[src/rtl/uart_tx_serializer.sv]
// UART transmit serializer: valid/ready word intake, internal frame build
// (start, LSB-first data, optional parity, 1-2 stop bits), fixed baud timing.
module uart_tx_serializer #(
    parameter int CLKS_PER_BIT = 868,
    parameter int DATA_BITS    = 8,
    parameter int PARITY_EN    = 0,
    parameter int PARITY_ODD   = 0,
    parameter int STOP_BITS    = 1
) (
    input  logic                 clk,
    input  logic                 rst_n,
    input  logic [DATA_BITS-1:0] tx_data,
    input  logic                 tx_valid,
    output logic                 tx_ready,
    output logic                 tx,
    output logic                 tx_busy,
    output logic                 frame_done
);

    if (DATA_BITS < 5 || DATA_BITS > 9) begin : g_bad_data_bits
        $error("uart_tx_serializer: DATA_BITS must be 5..9");
    end
    if (STOP_BITS < 1 || STOP_BITS > 2) begin : g_bad_stop_bits
        $error("uart_tx_serializer: STOP_BITS must be 1 or 2");
    end
    if (CLKS_PER_BIT < 2) begin : g_bad_clks_per_bit
        $error("uart_tx_serializer: CLKS_PER_BIT must be >= 2");
    end

    localparam int CW = $clog2(CLKS_PER_BIT);
    localparam int BW = $clog2(DATA_BITS);
    localparam logic [CW-1:0] BAUD_LAST = CW'(CLKS_PER_BIT - 1);
    localparam logic [BW-1:0] DATA_LAST = BW'(DATA_BITS - 1);
    localparam logic [BW-1:0] STOP_LAST = BW'(STOP_BITS - 1);

    typedef enum logic [2:0] {
        IDLE,
        START,
        DATA,
        PARITY,
        STOP
    } state_t;

    state_t               state, state_next;
    logic [CW-1:0]        baud_cnt;
    logic [BW-1:0]        bit_idx;
    logic [DATA_BITS-1:0] shift_reg;
    logic                 parity_bit;
    logic                 tx_next;
    logic                 frame_done_next;
    logic                 bit_done;
    logic                 last_stop;
    logic                 accept;

    assign bit_done  = (state != IDLE) && (baud_cnt == BAUD_LAST);
    assign last_stop = (state == STOP) && bit_done && (bit_idx == STOP_LAST);
    assign tx_ready  = (state == IDLE) || last_stop;
    assign accept    = tx_valid && tx_ready;
    assign tx_busy   = (state != IDLE);

    // NOTE: sequential state uses non-blocking (<=) so every register samples
    // pre-edge values; blocking here would create order-dependent races.
    always_ff @(posedge clk or negedge rst_n) begin
        if (!rst_n) begin
            state      <= IDLE;
            tx         <= 1'b1;
            frame_done <= 1'b0;
        end else begin
            state      <= state_next;
            tx         <= tx_next;
            frame_done <= frame_done_next;
        end
    end

    always_ff @(posedge clk or negedge rst_n) begin
        if (!rst_n) begin
            baud_cnt   <= '0;
            bit_idx    <= '0;
            shift_reg  <= '0;
            parity_bit <= 1'b0;
        end else begin
            if (state == IDLE || accept || bit_done) baud_cnt <= '0;
            else                                     baud_cnt <= baud_cnt + 1'b1;

            if (state_next != state) bit_idx <= '0;
            else if (bit_done)       bit_idx <= bit_idx + 1'b1;

            if (accept) begin
                shift_reg  <= tx_data;
                parity_bit <= (^tx_data) ^ 1'(PARITY_ODD);
            end else if (state == DATA && bit_done) begin
                shift_reg  <= shift_reg >> 1;
            end
        end
    end

    // NOTE: combinational blocks assign a default first so no path leaves a
    // variable unassigned, which would otherwise infer a latch.
    always_comb begin
        state_next = state;
        unique case (state)
            IDLE:    if (accept) state_next = START;
            START:   if (bit_done) state_next = DATA;
            DATA:    if (bit_done && bit_idx == DATA_LAST)
                         state_next = (PARITY_EN != 0) ? PARITY : STOP;
            PARITY:  if (bit_done) state_next = STOP;
            STOP:    if (last_stop) state_next = accept ? START : IDLE;
            default: state_next = IDLE;
        endcase
    end

    // tx is computed one cycle ahead so the registered line lines up with state.
    always_comb begin
        tx_next         = tx;
        frame_done_next = last_stop;
        if (accept || bit_done) begin
            unique case (state_next)
                START:   tx_next = 1'b0;
                DATA:    tx_next = (state == START) ? shift_reg[0] : shift_reg[1];
                PARITY:  tx_next = parity_bit;
                default: tx_next = 1'b1;
            endcase
        end
    end

endmodule

[config.mk]
export PLATFORM = sky130hd
export DESIGN_NAME = uart_tx_serializer
export DESIGN_NICKNAME = d
export VERILOG_FILES = /design/src/rtl/uart_tx_serializer.sv
export SDC_FILE = /design/constraint.sdc
export NUM_CORES = 1
export LEC_CHECK = 0
export CORE_ASPECT_RATIO = 1.5
export CORE_MARGIN = 2
export CORE_UTILIZATION = 49
export CTS_BUF_LIST = sky130_fd_sc_hd__clkbuf_16
export CTS_CLUSTER_SIZE = 20
export DETAILED_ROUTE_END_ITERATION = 16
export PLACE_DENSITY = 0.74
export SYNTH_ARGS = -nofsm -noshare
export SYNTH_HDL_FRONTEND = slang
export SYNTH_SLANG_ARGS = --single-unit
[constraint.sdc]
create_clock -name clk -period 2.2 [get_ports clk]
set_input_delay 0.66 -clock clk [delete_from_list [all_inputs] [get_ports clk]]
set_output_delay 0.66 -clock clk [all_outputs]
set_load 0.01 [all_outputs]
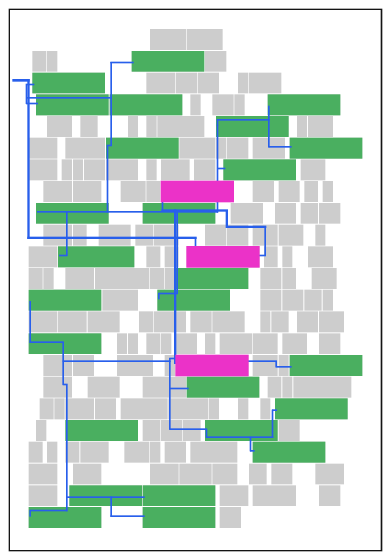
**Above:** run 1 (routed clock nets over the placement).
[green] flip-flops | count: 26
[blue] clock wires | length: 304 µm
[magenta] clock-net drivers | count: 3
flops lie: all over the die

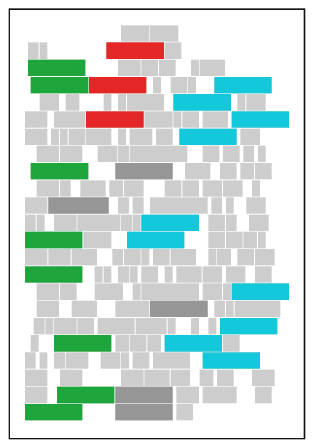
**Above:** run 1 (sequential cells colored by netlist name).
Other sequential cells in the stronger gray, the rest of the logic in the fainter gray.
[green] shift_reg | sequential cells: 8
[cyan] baud_cnt | sequential cells: 10
[red] bit_idx | sequential cells: 3
not colored: 5

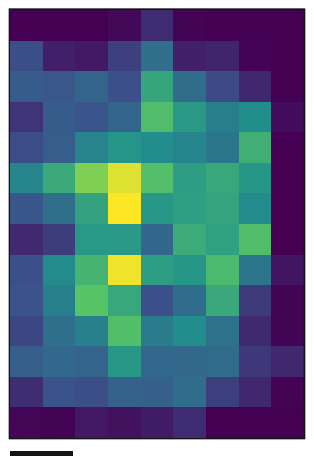
**Above:** run 1 (wiring heat map).
Bar = 10 µm. The die is cut into 9 by 14 equal tiles; dark purple is low, yellow is high, scaled to the fullest tile. Values are wire area over tile area, all layers added.
tiles over half the peak: 25%
densest ninth of the die: center
fullest tile: 0.51
nearly empty tiles: 18%

==> changes_impl.md, run 1 <==
### Metrics

* Setup violations, final at 14
* N_diodes at 0
* Stages on worst setup path at 5
* Failing checks: negative setup slack
* CP Data Arrival Time at 1.94 ns
* TritonCTS clock tree: built
* Clock share of power at 0.441
* Max cap viols at 0
* Seq pwr share at 0.527
* Hold_buf cts at 0
* P_clk at 0.400 mW
* Seq/total area at 0.342
* Seq group at 0.478 mW
* Yosys simple share at 0.214
* Routed WL at 3.20 mm
* Comb group at 0.0287 mW
* Pwr top: registers
* GRT Util Overall at 0.236
* R2R Path End: shift_reg[6]$_DFFE_PN0P_
* Post-route setup TNS at -2.18 ns
* Logic share of the area at 0.375
* Worst Tran Pin Value at 0.330 ns
* Switching power at 0.168 mW
* Mux area share at 0.0691
* DRT met1 WL at 1.12 mm
* Count of library flops with an enable pin at 0
* Min Tclk post-route at around 2.6 ns
* GRT met2 Usage at 0.439
* Slew Limit Fails at 0
* I/O pin total at 15
* Chip Area, Yosys at around 0.0013 mm²
* Routed WL per cell at approximately 15 µm
* XOR/XNOR Area Share at 0.0596
* Largest stage delay on the critical path at 0.52 ns
* Die y size at a little under 70 µm
* CP Class: flip-flop to output port
* Worst Hold Launch: state[1]$_DFF_PN0_
* Max Buffers Root-to-Sink at 2
* Synth flops at 26
* Data buffer area share at 0.210
* Hold Fails Final Rpt at 0
* Logic area at 714 µm²
* Die area at 0.00314 mm²
* Leading cell kind: combinational gates
* Post-synth top cells: dfrtp_1 (25), nor2_1 (17), nand2_1 (12)
* Initial antenna violation count at 0
* Leak at 0.816 nW
* Nets at 191
* Area leader, netlist: dfrtp_1
* Area grow syn2layout at 44.2%
* Vias per cell at 5.32
* Port bufs at 14
* Pwr dens at 475 mW/mm²
* Top Usage Layer GRT: met2
* CP max FO at 2
* HP Class: flip-flop to flip-flop
* Peak VDD IR at about 0.00042 V
* CLK BUF at 3
* Pre-CTS setup slack at -0.542 ns
* Logic inverters at 4
* Placed Area at 0.00170 mm²
* Post-route cell area at 0.00191 mm²
* Final period utilization at 1.18
* Met3 usage in global routing at 0.0455
* Switch share at 0.186
* Register Area at 652 µm²
* Global placement routability congestion at a little under 0.9
* Crit path to: tx_ready
* WL met2 at 1.90 mm
* R2R depth at 9
* Top-count cell post-synth: dfrtp_1
* Max Used Layer: met4
* Largest net degree at the start of global routing at 27
* Cell Type Count at 41
* FILL cells at 191
* Latency at later pin at about 0.26 ns
* Clock-cell share of area at 0.0413
* Main flop type: dfrtp_1
* # Taps at 37
* Internal power at between 0.7 and 0.8 mW
* Buffers, non-clock at 45
* Combinational power share at 0.032
* Met1 usage at 0.245
* Post-synth ARST share at 1.00
* Min Hold Slack at approximately 0.53 ns
* Critical path's top delay family: simple AND/OR/NAND/NOR gates
* Vias in the first global route at 1251
* Met3 wire len at 86 µm
* Clock tree sinks at 26
* Fp_density at 0.505
* Synth Instances at around 130
* Post_cts resized at 11
* DRC errors left at 0
* Combinational gates at 96
* Core Rows at 23
* # Post-CTS Setup Buffers at 1
* WHS Path Cells at 1
* Flop count at 26
* Final non-filler cell total at 212
* Status: complete, but fails checks
* Crit-path cells: or3_4 -> or4_4 -> nor3_4 -> nand2b_4 -> buf_6
* Final design utilization at 0.728
* Most common logic cells in the final layout: buf_4 (26), dfrtp_1 (25), nor2_1 (16), nand2_1 (12), clkdlybuf4s50_1 (12)
* Die W at 46.4 µm
* Setup ws final at -0.398 ns
* Crit path launch type: flip-flop
* Largest register FFs at 10
* Most numerous logic cell after layout: buf_4
* CP endpoint kind: output port
* Dominant cell area share at 0.473
==> inputs of run 2 (changes only) <==
- GPL_TIMING_DRIVEN: default -> 1
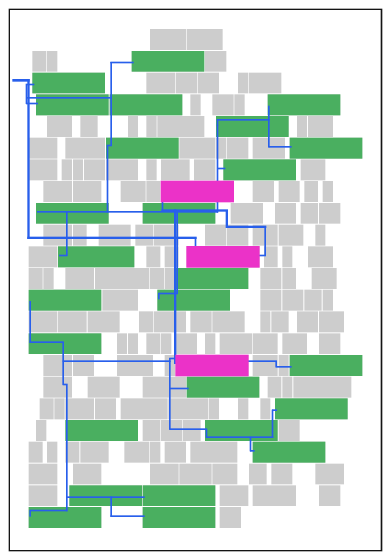
**Above:** run 2 (routed clock nets over the placement).
[magenta] clock-net drivers | count: 3
[green] flip-flops | count: 26
[blue] clock wires | length: 304 µm
routed clock nets: 4

==> run 2 against run 1 <==
Against the previous run: the run still ends with negative setup slack left; total power unchanged; fmax unchanged; flip-flop count unchanged; via count unchanged; sequential power about the same; design area unchanged; synthesized cell count unchanged; final cell count unchanged; clock power about the same; routed wire length unchanged; area after synthesis unchanged; sequential share of layout area unchanged; critical path type unchanged; largest power group unchanged.
==> changes_impl.md, run 2 <==
### Metrics

* Placed Area at 0.00170 mm²
* Area leader, netlist: dfrtp_1
* N_diodes at 0
* Largest register FFs at 10
* Nets at 191
* Clock tree sinks at 26
* Top Usage Layer GRT: met2
* Latency at later pin at 0.26 ns
* Seq group at 0.478 mW
* Combinational gates at 96
* Global placement routability congestion at 0.881
* Largest net degree at the start of global routing at 27
* Post_cts resized at 11
* Final design utilization at 0.728
* Final non-filler cell total at 212
* Core Rows at 23
* Internal power at 0.738 mW
* Comb group at 0.0287 mW
* Status: complete, but fails checks
* WHS Path Cells at 1
* Fp_density at 0.505
* Crit path to: tx_ready
* Switch share at 0.186
* Die y size at approximately 68 µm
* GRT Util Overall at 0.236
* Logic inverters at 4
* Dominant cell area share at 0.473
* Top-count cell post-synth: dfrtp_1
* Setup violations, final at 14
* Area grow syn2layout at 44.2%
* Buffers, non-clock at roughly 45
* Met3 usage in global routing at 0.0455
* Combinational power share at 0.032
* Routed WL at 3.20 mm
* Initial antenna violation count at 0
* R2R Path End: shift_reg[6]$_DFFE_PN0P_
* DRT met1 WL at approximately 1.1 mm
* Data buffer area share at 0.210
* Worst Hold Launch: state[1]$_DFF_PN0_
* # Post-CTS Setup Buffers at 1
* TritonCTS clock tree: built
* Hold Fails Final Rpt at 0
* Slew Limit Fails at 0
* Logic share of the area at 0.375
* Post-route cell area at 0.00191 mm²
* Max Used Layer: met4
* CP Class: flip-flop to output port
* Chip Area, Yosys at 0.00132 mm²
* Mux area share at 0.0691
* Min Tclk post-route at ~2.6 ns
* Logic area at 714 µm²
* # Taps at 37
* Most numerous logic cell after layout: buf_4
* Clock-cell share of area at 0.0413
* Port bufs at 14
* GRT met2 Usage at 0.439
* DRC errors left at 0
* Largest stage delay on the critical path at 0.52 ns
* Register Area at 652 µm²
* Setup ws final at -0.398 ns
* Pwr top: registers
* Post-synth ARST share at 1.00
* Synth flops at 26
* Seq/total area at 0.342
* Failing checks: negative setup slack
* WL met2 at 1.90 mm
* Max cap viols at 0
* Hold_buf cts at 0
* Final period utilization at 1.18
* Post-synth top cells: dfrtp_1 (25), nor2_1 (17), nand2_1 (12)
* Crit path launch type: flip-flop
* I/O pin total at 15
* Main flop type: dfrtp_1
**Run 2: sizing map**

Bar = 10 µm.
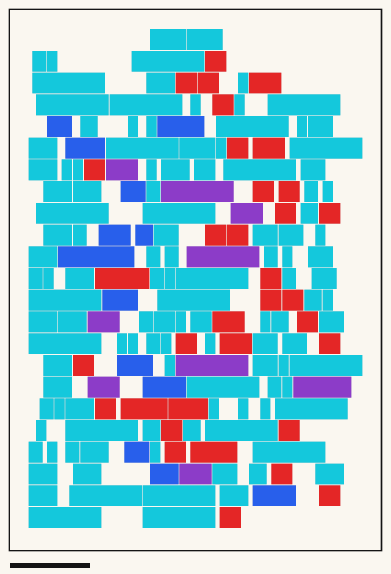

==> inputs of run 3 (changes only) <==
- ABC_CLOCK_PERIOD_IN_PS: default -> 2200
- CORE_ASPECT_RATIO: 1.5 -> default
- CTS_CLUSTER_DIAMETER: default -> 40
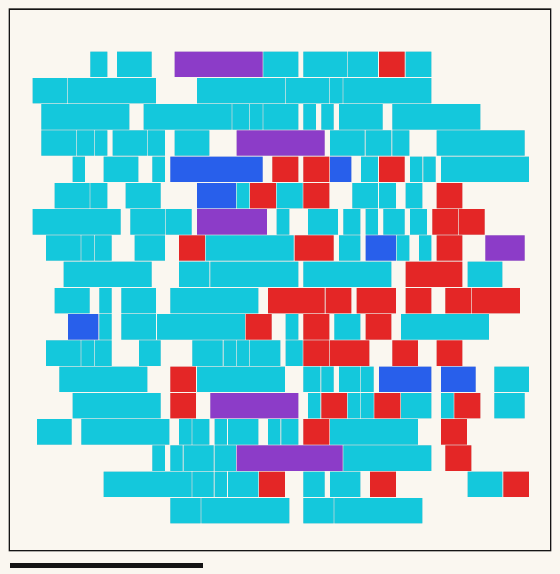
**Above:** run 3 (sizing map).
Bar = 20 µm.
[cyan] x1 and smaller | cells: 126 | share: 72%
[red] x3 and x4 | cells: 37 | share: 21%
[purple] x6 and larger | cells: 6 | share: 3.4%
[blue] x2 | cells: 7 | share: 4.0%

==> run 3 against run 2 <==
Against the previous run: the flow still finishes with violations (negative setup slack); hold slack better by 0.029 ns; routed wire length is 0.97% higher; via count is 0.44% higher; flip-flop count stayed put; clock-buffer cell count stayed put; critical endpoint unchanged; sequential share of layout area is 0.73 points higher; worst setup slack better by 0.056 ns; critical path depth is 1 higher; largest power group is now clock; utilization is 1.2 points higher; total power is 15% higher; design area is 2.1% lower; largest cell class unchanged; non-clock buffer count is 1 higher; highest routed layer unchanged.
==> changes_impl.md, run 3 <==
### Metrics

* # placed instances at 196
* Share of layout cells above drive strength 1 at 0.284
* CP max FO at 2
* Vias in the first global route at roughly 1200
* Seq/total area at 0.349
* Logic share of the area at 0.356
* Max Used Layer: met4
* Crit path to: tx_ready
* Mapped Area at 0.00132 mm²
* TritonRoute pass-1 iters at 5
* Post-synth top cells: dfrtp_1 (25), nor2_1 (17), nand2_1 (12)
* Die y size at 56.0 µm
* Pwr dens at between 500 and 600 mW/mm²
* Part of the Yosys area used for sequential elements at 0.493
* Min Tclk post-route at 2.54 ns
* Global route overflow at 0
* Routed WL per cell at between 15 and 20 µm
* I/O pin total at 15
* HP Class: flip-flop to flip-flop
* Chip Area, Yosys at 0.00132 mm²
* Initial antenna violation count at 0
* Global placement routability congestion at 0.832
* Setup crit start: baud_cnt[1]$_DFF_PN0_
* Ys cells at 131
* Mux area share at 0.0691
* H-tree depth at 1
* Combinational power share at 0.028
* First-pass GRT wire length at roughly 5.5 mm
* Top-count cell post-synth: dfrtp_1
* Slew Limit Fails at 0
* Flop count at 26
* Vias at ~1100
* Post-synth ARST share at 1.00
* GRT Util Overall at 0.224
* CP endpoint kind: output port
* Cell Type Count at 41
* Count of library flops with an enable pin at 0
* Antenna viol nets, final at 0
* FILL cells at 186
* Comb group at 0.0291 mW
* Data buffer area share at 0.210
* Combinational gates at 96
* DRT iter0 DRCs at 16
* Logic inverters at 4
* Nets at 192
* Crit-path cells: ha_2 -> nand4b_1 -> or4_4 -> nor3_4 -> nand2b_4 -> buf_6
* TritonCTS clock tree: built
* Met1 usage at 0.259
* Met3 wire len at 124 µm
* Largest stage delay on the critical path at about 0.56 ns
* Reg-to-reg startpoint: baud_cnt[2]$_DFF_PN0_
* Stages on worst setup path at 6
* # Post-CTS Setup Buffers at 2
* P_clk at 0.534 mW
* Final non-filler cell total at between 200 and 250
* Yosys simple share at 0.214
* Synthesis Warnings at 0
* GRT met2 Usage at 0.417
* Layout Skew at 0.00451 ns
* Buffers, non-clock at 46
* Clk slew on worst S/H paths at 0.07 ns
* Area leader, netlist: dfrtp_1
* Final design utilization at 0.740
* Pwr top: clock
* Latency at later pin at 0.26 ns
* Die area at 0.00313 mm²
* Main area contributors: dfrtp_1 (47%), mux2i_1 (6.1%), nor2_1 (4.8%), xnor2_1 (4.0%), ha_1 (3.8%)
* Synth Instances at approximately 130
* CP required at 1.54 ns
* DRC errors left at 0
* Post-route cell area at 0.00187 mm²
* Root Driver: clkbuf_16
* Logic area at roughly 660 µm²
* Most common logic cells in the final layout: buf_4 (31), dfrtp_1 (25), nor2_1 (17), nand2_1 (12), clkdlybuf4s50_1 (12)
* Switch share at 0.176
* Max Buffers Root-to-Sink at 2
* WHS Path Cells at 2
* Max frequency at 0.393 GHz
* Clock-cell share of area at 0.0563
* Status: complete, but fails checks
* Final period utilization at 1.16
* Leak at 0.809 nW
* XOR/XNOR Area Share at 0.0596
* R2R depth at 7
* CP Data Arrival Time at 1.88 ns
* Area grow syn2layout at 41.2%
* Post_cts resized at 10
* Critical path's top delay family: simple AND/OR/NAND/NOR gates
* Hold_buf cts at 0
* Clock tree sinks at 26
* Leading cell kind: combinational gates
* Setup violations, final at 1
* DRT met1 WL at 1.37 mm
* Post-synthesis compound-gate area fraction at 0.0918
* Port bufs at 14
* Routed WL at about 3.2 mm
* Pre-CTS setup slack at -0.471 ns
* Pwr Total at 1.04 mW
* Register Area at approximately 650 µm²
* Failing checks: negative setup slack
* Core Rows at 18
* Die W at 56.0 µm
* Peak VDD IR at approximately 0.00056 V
* Min Hold Slack at 0.554 ns
* Met3 usage in global routing at 0.0419
* Most numerous logic cell after layout: buf_4
* Top Usage Layer GRT: met2
* Switching power at approximately 0.18 mW
* Fp_density at 0.524
* Main logic family after synthesis: simple AND/OR/NAND/NOR gates
* Placed Area at 0.00169 mm²
* Max cap viols at 0
* WL met2 at 1.67 mm
* Slowest CP cell: or4_4
* R2R Path End: shift_reg[0]$_DFFE_PN0P_
* Worst Hold Launch: shift_reg[3]$_DFFE_PN0P_
* Hold Fails Final Rpt at 0
* CP Class: flip-flop to output port
* Final HPWL DP at 2.12 mm
* Crit path launch type: flip-flop
* Internal power at 0.857 mW
* Setup ws final at -0.342 ns
* # Taps at 30
* Max-slew headroom at 0.738
* Seq pwr share at 0.459
* Dominant cell area share at 0.473
* N_diodes at 0
* Main flop type: dfrtp_1
* Synth flops at 26
* CLK BUF at 3
* Largest net degree at the start of global routing at 27
* Vias per cell at 5.50
* Post-route setup TNS at -0.342 ns
* Clock share of power at 0.513
* Worst Tran Pin Value at 0.390 ns
* Seq group at around 0.48 mW
* Largest register FFs at 10
Power is estimated from default activity; no workload was simulated.
